## src/rtl/seg7_pkg.sv

```systemverilog
// Shared constants for the 7-segment scan driver: blank pattern and active-low hex segment table.
package seg7_pkg;

  localparam int unsigned SEG_W = 7;
  localparam int unsigned NIB_W = 4;

  localparam logic [SEG_W-1:0] SEG_BLANK = 7'b1111111;

  // Segments g..a, active-low; entry 15 listed first so element index equals nibble value.
  localparam logic [15:0][SEG_W-1:0] SEG_TABLE = {
    7'b0001110,  // F
    7'b0000110,  // E
    7'b0100001,  // d
    7'b1000110,  // C
    7'b0000011,  // b
    7'b0001000,  // A
    7'b0010000,  // 9
    7'b0000000,  // 8
    7'b1111000,  // 7
    7'b0000010,  // 6
    7'b0010010,  // 5
    7'b0011001,  // 4
    7'b0110000,  // 3
    7'b0100100,  // 2
    7'b1111001,  // 1
    7'b1000000   // 0
  };

  function automatic logic [SEG_W-1:0] seg_lookup(input logic [NIB_W-1:0] nib);
    return SEG_TABLE[nib];
  endfunction

endpackage

```

## src/rtl/seg7_hex_decode.sv

```systemverilog
// Combinational nibble to active-low 7-segment pattern (g..a).
module seg7_hex_decode
  import seg7_pkg::*;
(
  input  logic [NIB_W-1:0] nibble_i,
  output logic [SEG_W-1:0] seg_c
);

  assign seg_c = seg_lookup(nibble_i);

endmodule

```

## src/rtl/seg7_scan_driver.sv

```systemverilog
// Time-multiplexed common-anode 7-segment driver with frame-boundary (tear-free) data latching.
// Optional leading-zero blanking is enabled by defining SEG7_LEAD_ZERO_BLANK_EN.
module seg7_scan_driver
  import seg7_pkg::*;
#(
  parameter int unsigned DIGITS   = 4,
  parameter int unsigned SCAN_DIV = 50000,
  parameter int unsigned CNT_W    = 32
) (
  input  logic                    in_clk,
  input  logic                    reset,
  input  logic [NIB_W*DIGITS-1:0] value_in,
  input  logic [DIGITS-1:0]       dp_in,
  input  logic                    update,
  input  logic                    enable,
  output logic [SEG_W-1:0]        seg_out,
  output logic                    dp_out,
  output logic [DIGITS-1:0]       an_out,
  output logic                    frame_done
);

  localparam int unsigned IDX_W = (DIGITS > 1) ? $clog2(DIGITS) : 1;
  localparam int unsigned VAL_W = NIB_W * DIGITS;
  localparam logic [CNT_W-1:0]  PRESC_LAST = CNT_W'(SCAN_DIV - 1);
  localparam logic [IDX_W-1:0]  IDX_LAST   = IDX_W'(DIGITS - 1);
  localparam logic [DIGITS-1:0] AN_OFF     = '1;

  logic [CNT_W-1:0]  presc_q, presc_d;
  logic [IDX_W-1:0]  idx_q, idx_d;
  logic [VAL_W-1:0]  pend_val_q, pend_val_d, act_val_q, act_val_d;
  logic [DIGITS-1:0] pend_dp_q, pend_dp_d, act_dp_q, act_dp_d;
  logic              pend_flag_q, pend_flag_d;
  logic [DIGITS-1:0] an_q, an_d;
  logic [SEG_W-1:0]  seg_q, seg_d;
  logic              dp_q, dp_d;
  logic              frame_done_q, frame_done_d;

  logic              tick_c, wrap_c;
  logic [NIB_W-1:0]  cur_nib_c;
  logic              cur_dp_c, cur_blank_c;
  logic [DIGITS-1:0] blank_c;
  logic [SEG_W-1:0]  dec_seg_c;

  // Digit i is blanked when it and every more-significant active nibble are zero.
  always_comb begin
    blank_c = '0;
`ifdef SEG7_LEAD_ZERO_BLANK_EN
    begin
      logic zero_run;
      zero_run = 1'b1;
      for (int i = int'(DIGITS) - 1; i >= 1; i--) begin
        zero_run   = zero_run && (act_val_q[i*NIB_W +: NIB_W] == '0);
        blank_c[i] = zero_run;
      end
    end
`endif
  end

  always_comb begin
    cur_nib_c   = '0;
    cur_dp_c    = 1'b0;
    cur_blank_c = 1'b0;
    for (int unsigned i = 0; i < DIGITS; i++) begin
      if (idx_q == IDX_W'(i)) begin
        cur_nib_c   = act_val_q[i*NIB_W +: NIB_W];
        cur_dp_c    = act_dp_q[i];
        cur_blank_c = blank_c[i];
      end
    end
  end

  seg7_hex_decode u_decode (
    .nibble_i (cur_nib_c),
    .seg_c    (dec_seg_c)
  );

  // Prescaler, digit index, shadow registers and registered display outputs.
  always_comb begin
    presc_d      = presc_q;
    idx_d        = idx_q;
    pend_val_d   = pend_val_q;
    pend_dp_d    = pend_dp_q;
    pend_flag_d  = pend_flag_q;
    act_val_d    = act_val_q;
    act_dp_d     = act_dp_q;
    an_d         = AN_OFF;
    seg_d        = SEG_BLANK;
    dp_d         = 1'b1;

    tick_c       = enable && (presc_q == PRESC_LAST);
    wrap_c       = tick_c && (idx_q == IDX_LAST);
    frame_done_d = wrap_c;

    if (enable) begin
      presc_d = tick_c ? '0 : presc_q + CNT_W'(1);
    end
    if (tick_c) begin
      idx_d = wrap_c ? '0 : idx_q + IDX_W'(1);
    end

    if (update) begin
      pend_val_d  = value_in;
      pend_dp_d   = dp_in;
      pend_flag_d = 1'b1;
    end
    // An update landing on the wrap cycle bypasses the pending shadow.
    if (wrap_c) begin
      if (update) begin
        act_val_d = value_in;
        act_dp_d  = dp_in;
      end else if (pend_flag_q) begin
        act_val_d = pend_val_q;
        act_dp_d  = pend_dp_q;
      end
      pend_flag_d = 1'b0;
    end

    // The tick cycle produces the dead (all-anodes-off) cycle at the start of the next slot.
    if (enable && !tick_c) begin
      an_d  = ~(DIGITS'(1) << idx_q);
      seg_d = cur_blank_c ? SEG_BLANK : dec_seg_c;
      dp_d  = ~cur_dp_c;
    end
  end

  always_ff @(posedge in_clk or negedge reset) begin
    if (!reset) begin
      presc_q      <= '0;
      idx_q        <= '0;
      pend_val_q   <= '0;
      pend_dp_q    <= '0;
      pend_flag_q  <= 1'b0;
      act_val_q    <= '0;
      act_dp_q     <= '0;
      an_q         <= AN_OFF;
      seg_q        <= SEG_BLANK;
      dp_q         <= 1'b1;
      frame_done_q <= 1'b0;
    end else begin
      presc_q      <= presc_d;
      idx_q        <= idx_d;
      pend_val_q   <= pend_val_d;
      pend_dp_q    <= pend_dp_d;
      pend_flag_q  <= pend_flag_d;
      act_val_q    <= act_val_d;
      act_dp_q     <= act_dp_d;
      an_q         <= an_d;
      seg_q        <= seg_d;
      dp_q         <= dp_d;
      frame_done_q <= frame_done_d;
    end
  end

  assign an_out     = an_q;
  assign seg_out    = seg_q;
  assign dp_out     = dp_q;
  assign frame_done = frame_done_q;

endmodule
```

## config.mk

```make
export PLATFORM = sky130hd
export DESIGN_NAME = seg7_scan_driver
export DESIGN_NICKNAME = d
export VERILOG_FILES = /design/src/rtl/seg7_pkg.sv /design/src/rtl/seg7_hex_decode.sv /design/src/rtl/seg7_scan_driver.sv
export SDC_FILE = /design/constraint.sdc
export NUM_CORES = 1
export LEC_CHECK = 0
export CELL_PAD_IN_SITES_DETAIL_PLACEMENT = 1
export CELL_PAD_IN_SITES_GLOBAL_PLACEMENT = 1
export CORE_MARGIN = 3
export CORE_UTILIZATION = 42
export CTS_CLUSTER_DIAMETER = 60
export DETAILED_ROUTE_END_ITERATION = 7
export HOLD_SLACK_MARGIN = 0.05
export PLACE_DENSITY = 0.77
export REMOVE_ABC_BUFFERS = 1
export SYNTH_ARGS = -nofsm -noshare
export SYNTH_HDL_FRONTEND = slang
export SYNTH_SLANG_ARGS = --single-unit
```

## constraint.sdc

```tcl
create_clock -name in_clk -period 2.3 [get_ports in_clk]
set_clock_uncertainty 0.1 [all_clocks]
set_input_delay 0.345 -clock in_clk [delete_from_list [all_inputs] [get_ports in_clk]]
set_output_delay 0.345 -clock in_clk [all_outputs]
set_load 0.02 [all_outputs]
```

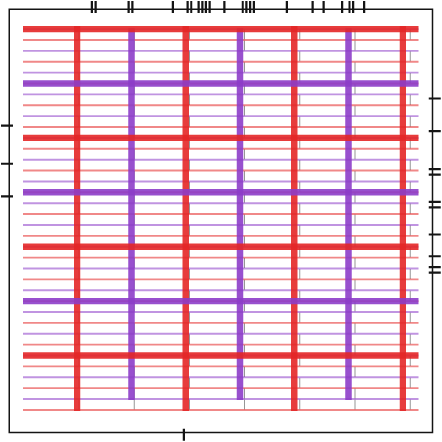
Fig. 1. Supply network (run 1).
Scale: 4 px per µm. Pins as bars on the die edge. Tap cells in grey.
Key: purple = VDD; red = VSS
37 signal pins sit on the boundary. 36 met1 rails follow the rows.
Peak VDD IR: 277 µV
die width: 105 µm
Die Height: 105 µm
core box area: 0.00942 mm²

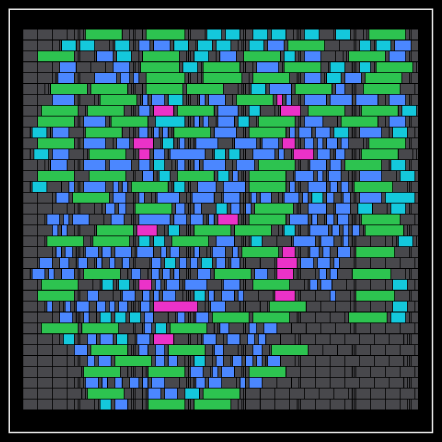
Fig. 2. Placement by cell class (run 1).
Scale: 4 px per µm. Fill, decap, tap and diode cells in grey.
Key: cyan = other buffers and delay cells [cells 70, share of their area 13%]; magenta = clock drivers and dummy loads [cells 16, share of their area 4.1%]; blue = all other logic [cells 240, share of their area 39%]; green = flip-flops [cells 88, share of their area 45%]

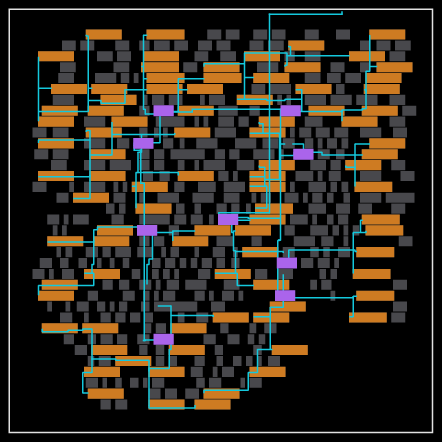
Fig. 3. Clock distribution (run 1).
Scale: 4 px per µm.
Key: orange = flip-flops [count 88]; purple = cells driving clock nets [count 9]; cyan = clock wires [length 1050 µm]
There are 10 routed clock nets. Position of the flops: spread over the die.
clk pwr: 1.11 mW
clock network power share: 34.1%
Latency at later pin: 0.36 ns

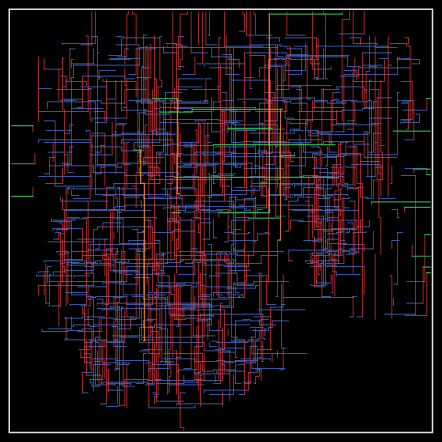
Fig. 4. Wiring by layer (run 1).
Scale: 4 px per µm.
Key: red = met2 [wire length 5180 µm]; orange = met4 [wire length 155 µm]; blue = met1 [wire length 4100 µm]; green = met3 [wire length 228 µm]

==> run 1: worst register-to-register path, cell delays in order, from the launching register on <==
cell and delay (ns):
dfrtp_1 0.38, or4_4 0.55, nor4_4 0.30, and2_4 0.20, nand4b_4 0.10, buf_12 0.19
mux2_4 0.32
==> run 1: flip-flops by register name (all words and copies together) (netlist names), 2 cells and up <==
| name | flops |
|---|---|
| pend_dp_q | 4 |
| an_out | 4 |
| pend_val_q | 16 |
| presc_q | 32 |
| idx_q | 2 |
| act_dp_q | 4 |
| seg_out | 7 |
| act_val_q | 16 |
==> run 1: worst paths after layout <==
check | slack [ns] | to | depth (start not counted)
setup reg to reg | 0.06 | act_dp_q[1] | 6
max in group asynchronous | 1.06 | an_out[3] | 3
hold reg to reg | 0.41 | pend_dp_q[2] | 1
setup / recovery | 0.06 | act_dp_q[1] | 6
hold / removal | 0.36 | pend_val_q[10] | 2
min in group in_clk | 0.41 | pend_dp_q[2] | 1
==> run 1: power groups by stage <==
stage	sequential, mW	clock (mW)	combinational, mW
after floorplan	1.76	0	0.192
after global placement	1.76	0	0.372
after detailed placement	1.77	0	0.394
after CTS	1.74	1.13	0.400
after global routing	1.76	1.19	0.440
final	1.75	1.11	0.394
==> run 1: cells by family after synthesis <==
family	Yosys count	synth area share, %
compound gates	31	5.33
xor+xnor	29	6.12
fa+ha+maj	11	3.32
buf+inv	20	2.17
flops	88	53.4
mux	44	13.7
simple gates	117	16.0
==> run 1: area by class of cell <==
type	instances	area, µm²
repair buffers	70	641
multi-input cells	232	1890
clock inverters	6	75.1
clock buffers	10	128
fillers	989	4270
well taps	129	161
flip-flops and latches	88	2220
inverters	8	30.0
==> flow_metrics.py, run 1 <==
# Metrics from the implementation run
metrics = {
    "layout": {
        "drive_above_1_share_pct": 30.2,
        "syn2layout_area_growth_pct": 23.8,
        "final_util_pct": 54.6,
        "num_antenna_cells": 0,
        "lay_top_cells": "76 x dfrtp_1, 35 x clkdlybuf4s50_1, 32 x buf_4",
        "stdcell_area_mm2": 0.00514,
        "layout_top_cell": "dfrtp_1",
    },
    "detailed_routing": {
        "drc": 0,
        "finalWirelength_mm": 9.66,
        "routed_via_density": 5.22,
        "wl_per_cell_um": 17.8,
        "wl_met2_mm": 5.18,
        "ant_nets": 0,
        "met1_length_mm": 4.10,
        "drtIter0Drc": 105,
    },
    "clock_tree": {
        "clk_path_buf_depth": 2,
        "cts_num_sinks": 88,
        "h-tree-depth": 3,
        "postCtsSetupBuffers": 0,
        "cts_resized": 4,
    },
    "timing": {
        "fin_tns_setup_ns": 0,
        "whs_ns": 0.356,
        "rsz0062_at_grt": "yes",
        "fin_ws_ns": 0.0561,
        "period_used_pct": 97.6,
        "fmax_mhz": 446,
        "drv_slew": 0,
        "max_slew_margin_pct": 66.4,
        "max_slew.worst_pin.slew_ns": 0.499,
        "hold_violations": 0,
    },
    "synthesis": {
        "async_reset_ff_share_pct": 100,
        "synth.most_common_cell": "dfrtp_1",
        "yosysSeqAreaShare_pct": 53.4,
        "yosysWarnings": 0,
        "yosys.cell_types.count": 51,
        "synthesis.area_mm2": 0.00415,
        "ys_cells": 340,
        "top_cells_by_area": "dfrtp_1 46%, dfstp_2 7.6%, mux2_4 7.2%",
        "edf_count": 0,
        "ys.flops": 88,
    },
    "run_status": {
        "status": "finished clean",
    },
    "hold_path": {
        "hp-class": "in -> async",
    },
    "placed_design": {
        "finalWeightedCongestion": 0.792,
        "post-place-ws_ns": -0.0938,
        "dp_cells": 523,
        "portBuffers": 36,
        "dp_hpwl_mm": 7.00,
    },
    "critical_path": {
        "critPathSlowestCell": "or4_4",
        "critPathCaptureType": "flip-flop",
        "r2r_start": "presc_q[13]",
        "cp_data_required_time_ns": 2.44,
        "cp_top_family": "simple AND/OR/NAND/NOR gates",
        "critPathMaxStageDelay_ns": 0.55,
        "critPathKind": "reg -> reg",
    },
    "grt": {
        "grt_pass1_vias": 3128,
        "use_met3_pct": 2.57,
        "use_met1_pct": 22.3,
        "grt_max_degree": 57,
        "grt_overflow": 0,
        "grt_pass1_wl_mm": 16.1,
        "grt_busiest_layer": "met2",
    },
    "power": {
        "p_int_mw": 2.38,
        "p_comb_share_pct": 12.1,
        "powerDensity_mw_per_mm2": 632,
        "p_switching_mw": 0.869,
        "leakagePower_nw": 2.31,
        "finalPower_mw": 3.25,
    },
    "floorplan": {
        "fp_util_pct": 44.1,
        "num_rows": 35,
    },
    "flow_run": {
        "maxCapViolCount": 0,
    },
}
Fig. 5: run 1, track usage over the die
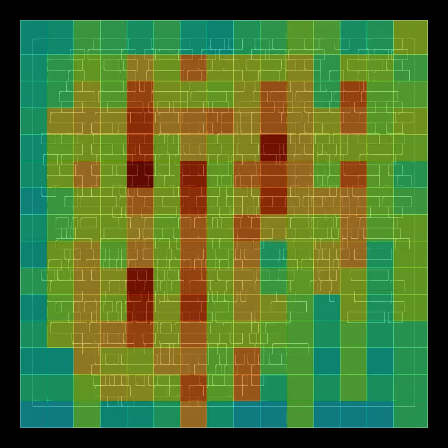

==> run 1 -> run 2 <==
--- a/config.mk
+++ b/config.mk
@@ -13,7 +13,6 @@
 export DETAILED_ROUTE_END_ITERATION = 7
 export HOLD_SLACK_MARGIN = 0.05
 export PLACE_DENSITY = 0.77
-export REMOVE_ABC_BUFFERS = 1
 export SYNTH_ARGS = -nofsm -noshare
 export SYNTH_HDL_FRONTEND = slang
 export SYNTH_SLANG_ARGS = --single-unit
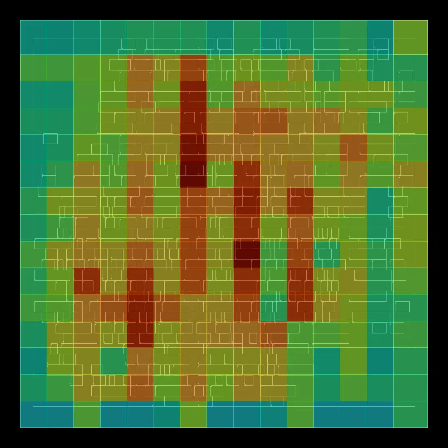
Fig. 6. Track usage over the die (run 2).
Wirelength per Cell: 18.7 µm
met1 usage: 24.7%
GR Util met3: 2.82%

==> run 2 against run 1 <==
  * Critical endpoint is now act_val_q[11]
  * Sequential cell count unchanged
  * Fmax decreased by 4.9%
  * Final cell count increased by 0.74%
  * The flow now finishes with violations (negative setup slack)
  * Worst setup slack got worse by 0.12 ns
  * Clock power decreased by about 10%
  * Count of clock-buffer cells in the layout unchanged
  * Utilization about the same
  * Combinational power decreased by 1%
  * Register-to-register slack got worse by 0.12 ns
  * First-iteration DRC count increased by 18%
  * Via count increased by 2.6%
==> flow_metrics.py, run 2 <==
# Metrics from the implementation run
metrics = {
    "synthesis": {
        "yosysWarnings": 0,
        "synth.avg_cell_area_um2": 12.2,
        "yosys.cell_types.count": 51,
        "ys.flops": 88,
        "ys.flop_type": "dfrtp_1",
        "synth_compound_gate_area_share_pct": 5.33,
        "synth.most_common_cell": "dfrtp_1",
        "yosysSeqAreaShare_pct": 53.4,
        "top_cells_by_area": "dfrtp_1 46%, dfstp_2 7.6%, mux2_4 7.2%",
        "ys_sh_mux_pct": 13.7,
        "synthesis.area_mm2": 0.00415,
        "logic_family": "simple AND/OR/NAND/NOR gates",
        "edf_count": 0,
        "ys_chip_area_mm2": 0.00415,
        "xor_share_pct": 6.12,
        "async_reset_ff_share_pct": 100,
        "synthSimpleGateAreaFrac_pct": 16.0,
        "ys_cells": 340,
        "adder_share_pct": 3.32,
    },
    "clock_tree": {
        "clk_path_buf_depth": 2,
        "h-tree-depth": 3,
        "worstSkewPairLatency_ns": 0.35,
        "cts_num_sinks": 88,
        "postCtsSetupBuffers": 1,
        "cts_resized": 7,
    },
    "layout": {
        "drive_above_1_share_pct": 30.9,
        "lay_top_cells": "76 x dfrtp_1, 36 x buf_4, 35 x clkdlybuf4s50_1",
        "largest_register_ffs": 32,
        "layout_top_cell": "dfrtp_1",
        "final_util_pct": 54.6,
        "largestRegisters": "presc_q: 32 flops, act_val_q: 16 flops, pend_val_q: 16 flops",
        "finalNonFillerCells": 547,
        "nFillCells": 984,
        "num_antenna_cells": 0,
        "stdcell_area_mm2": 0.00514,
        "largest_register": "presc_q",
        "syn2layout_area_growth_pct": 23.7,
    },
    "floorplan": {
        "core_region_area_mm2": 0.00942,
        "die_h_um": 105,
        "fp_util_pct": 44.1,
        "num_rows": 35,
        "die_width_um": 105,
    },
    "power": {
        "ir_drop_uv": 261,
        "leakagePower_nw": 2.31,
        "powerDensity_mw_per_mm2": 606,
    },
    "grt": {
        "grt_pass1_vias": 3143,
        "grt_pass1_wl_mm": 16.6,
        "grt_max_degree": 36,
        "grt_overflow": 0,
        "antenna_found_initial": 0,
        "grt_busiest_layer": "met2",
    },
    "placed_design": {
        "dp_cells": 525,
        "dp_hpwl_mm": 7.20,
        "portBuffers": 36,
        "finalWeightedCongestion": 0.794,
    },
    "timing": {
        "hold_violations": 0,
        "fmax_mhz": 424,
        "max_slew_margin_pct": 71.2,
        "period_used_pct": 103,
        "fin_tns_setup_ns": -0.772,
        "setup_viol": 20,
        "rsz0062_at_grt": "yes",
        "max_slew.worst_pin.slew_ns": 0.432,
        "drv_slew": 0,
        "whs_ns": 0.364,
        "fin_ws_ns": -0.0602,
    },
    "detailed_routing": {
        "finalWirelength_mm": 10.2,
        "ant_nets": 0,
        "routed_via_density": 5.31,
        "drc": 0,
        "drtIter0Drc": 124,
    },
    "run_status": {
        "status": "complete, but fails checks",
        "violations": "negative setup slack",
    },
    "critical_path": {
        "critPathCaptureType": "flip-flop",
        "cp_data_required_time_ns": 2.43,
        "critPathKind": "reg -> reg",
    },
    "hold_path": {
        "hp-class": "in -> async",
    },
    "flow_run": {
        "maxCapViolCount": 0,
    },
}
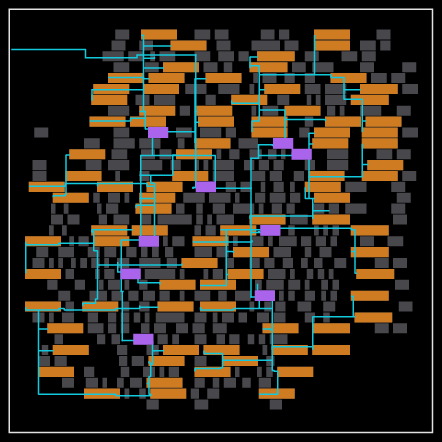
Fig. 7. Clock distribution (run 2).
Scale: 4 px per µm.
Key: cyan = clock wires [length 1040 µm]; purple = cells driving clock nets [count 9]; orange = flip-flops [count 88]
Position of the flops: spread over the die.

[run 2: cell count changes in the layout (fill, tap and decap cells not counted), sizes merged]
cell,change
clkinvlp,+2
bufinv,-1
inv,-1
buf,+4
[run 2: metrics by stage]
step	power (mW)	setup WS (ns)
after floorplan	1.96	0.0684
after CTS	3.13	-0.0224
final	3.11	-0.0602
after global placement	2.13	0.0693
after global routing	3.27	-0.127
after detailed placement	2.17	-0.0451
[run 2: final cells by class]
class | instances | area, µm² | area share (%)
clock buffers | 10 | 128 | 2.48
repair buffers | 74 | 671 | 13.1
well taps | 129 | 161 | 3.14
flip-flops and latches | 88 | 2220 | 43.2
clock inverters | 6 | 45.0 | 0.877
inverters | 8 | 30.0 | 0.585
multi-input cells | 232 | 1890 | 36.7
[run 2: power by group]
group | switching (mW) | internal (mW) | total (mW)
Clock | 0.572 | 0.399 | 0.971
Sequential | 0.105 | 1.65 | 1.75
Combinational | 0.183 | 0.207 | 0.390
[run 2: layer usage]
metal,wire length (µm),up-vias,part of all wire [%]
li1,-,1359,-
met1,4580,1485,45
met2,5300,51,52
met3,253,10,2.5
met4,100,0,0.98
met5,0,-,0
[run 2: worst paths after layout]
path	slack, ns	cells past startpoint	endpoint	startpoint
max in group asynchronous	1.09	3	frame_done	reset
min in group in_clk	0.41	1	pend_val_q[2]	pend_val_q[2]
worst min-delay path	0.36	2	act_dp_q[2]	reset
worst max register to register	-0.06	6	act_val_q[11]	presc_q[13]
worst max-delay path	-0.06	6	act_val_q[11]	presc_q[13]
worst min register to register	0.41	1	pend_val_q[2]	pend_val_q[2]
[run 2: critical path, stage by stage, from the launching register on]
cell	delay [ns]
dfrtp_1	0.40
or4_4	0.55
nor4_4	0.34
and2_4	0.21
nand4b_4	0.11
buf_12	0.19
mux2_4	0.32
Power and IR drop assume default switching activity.
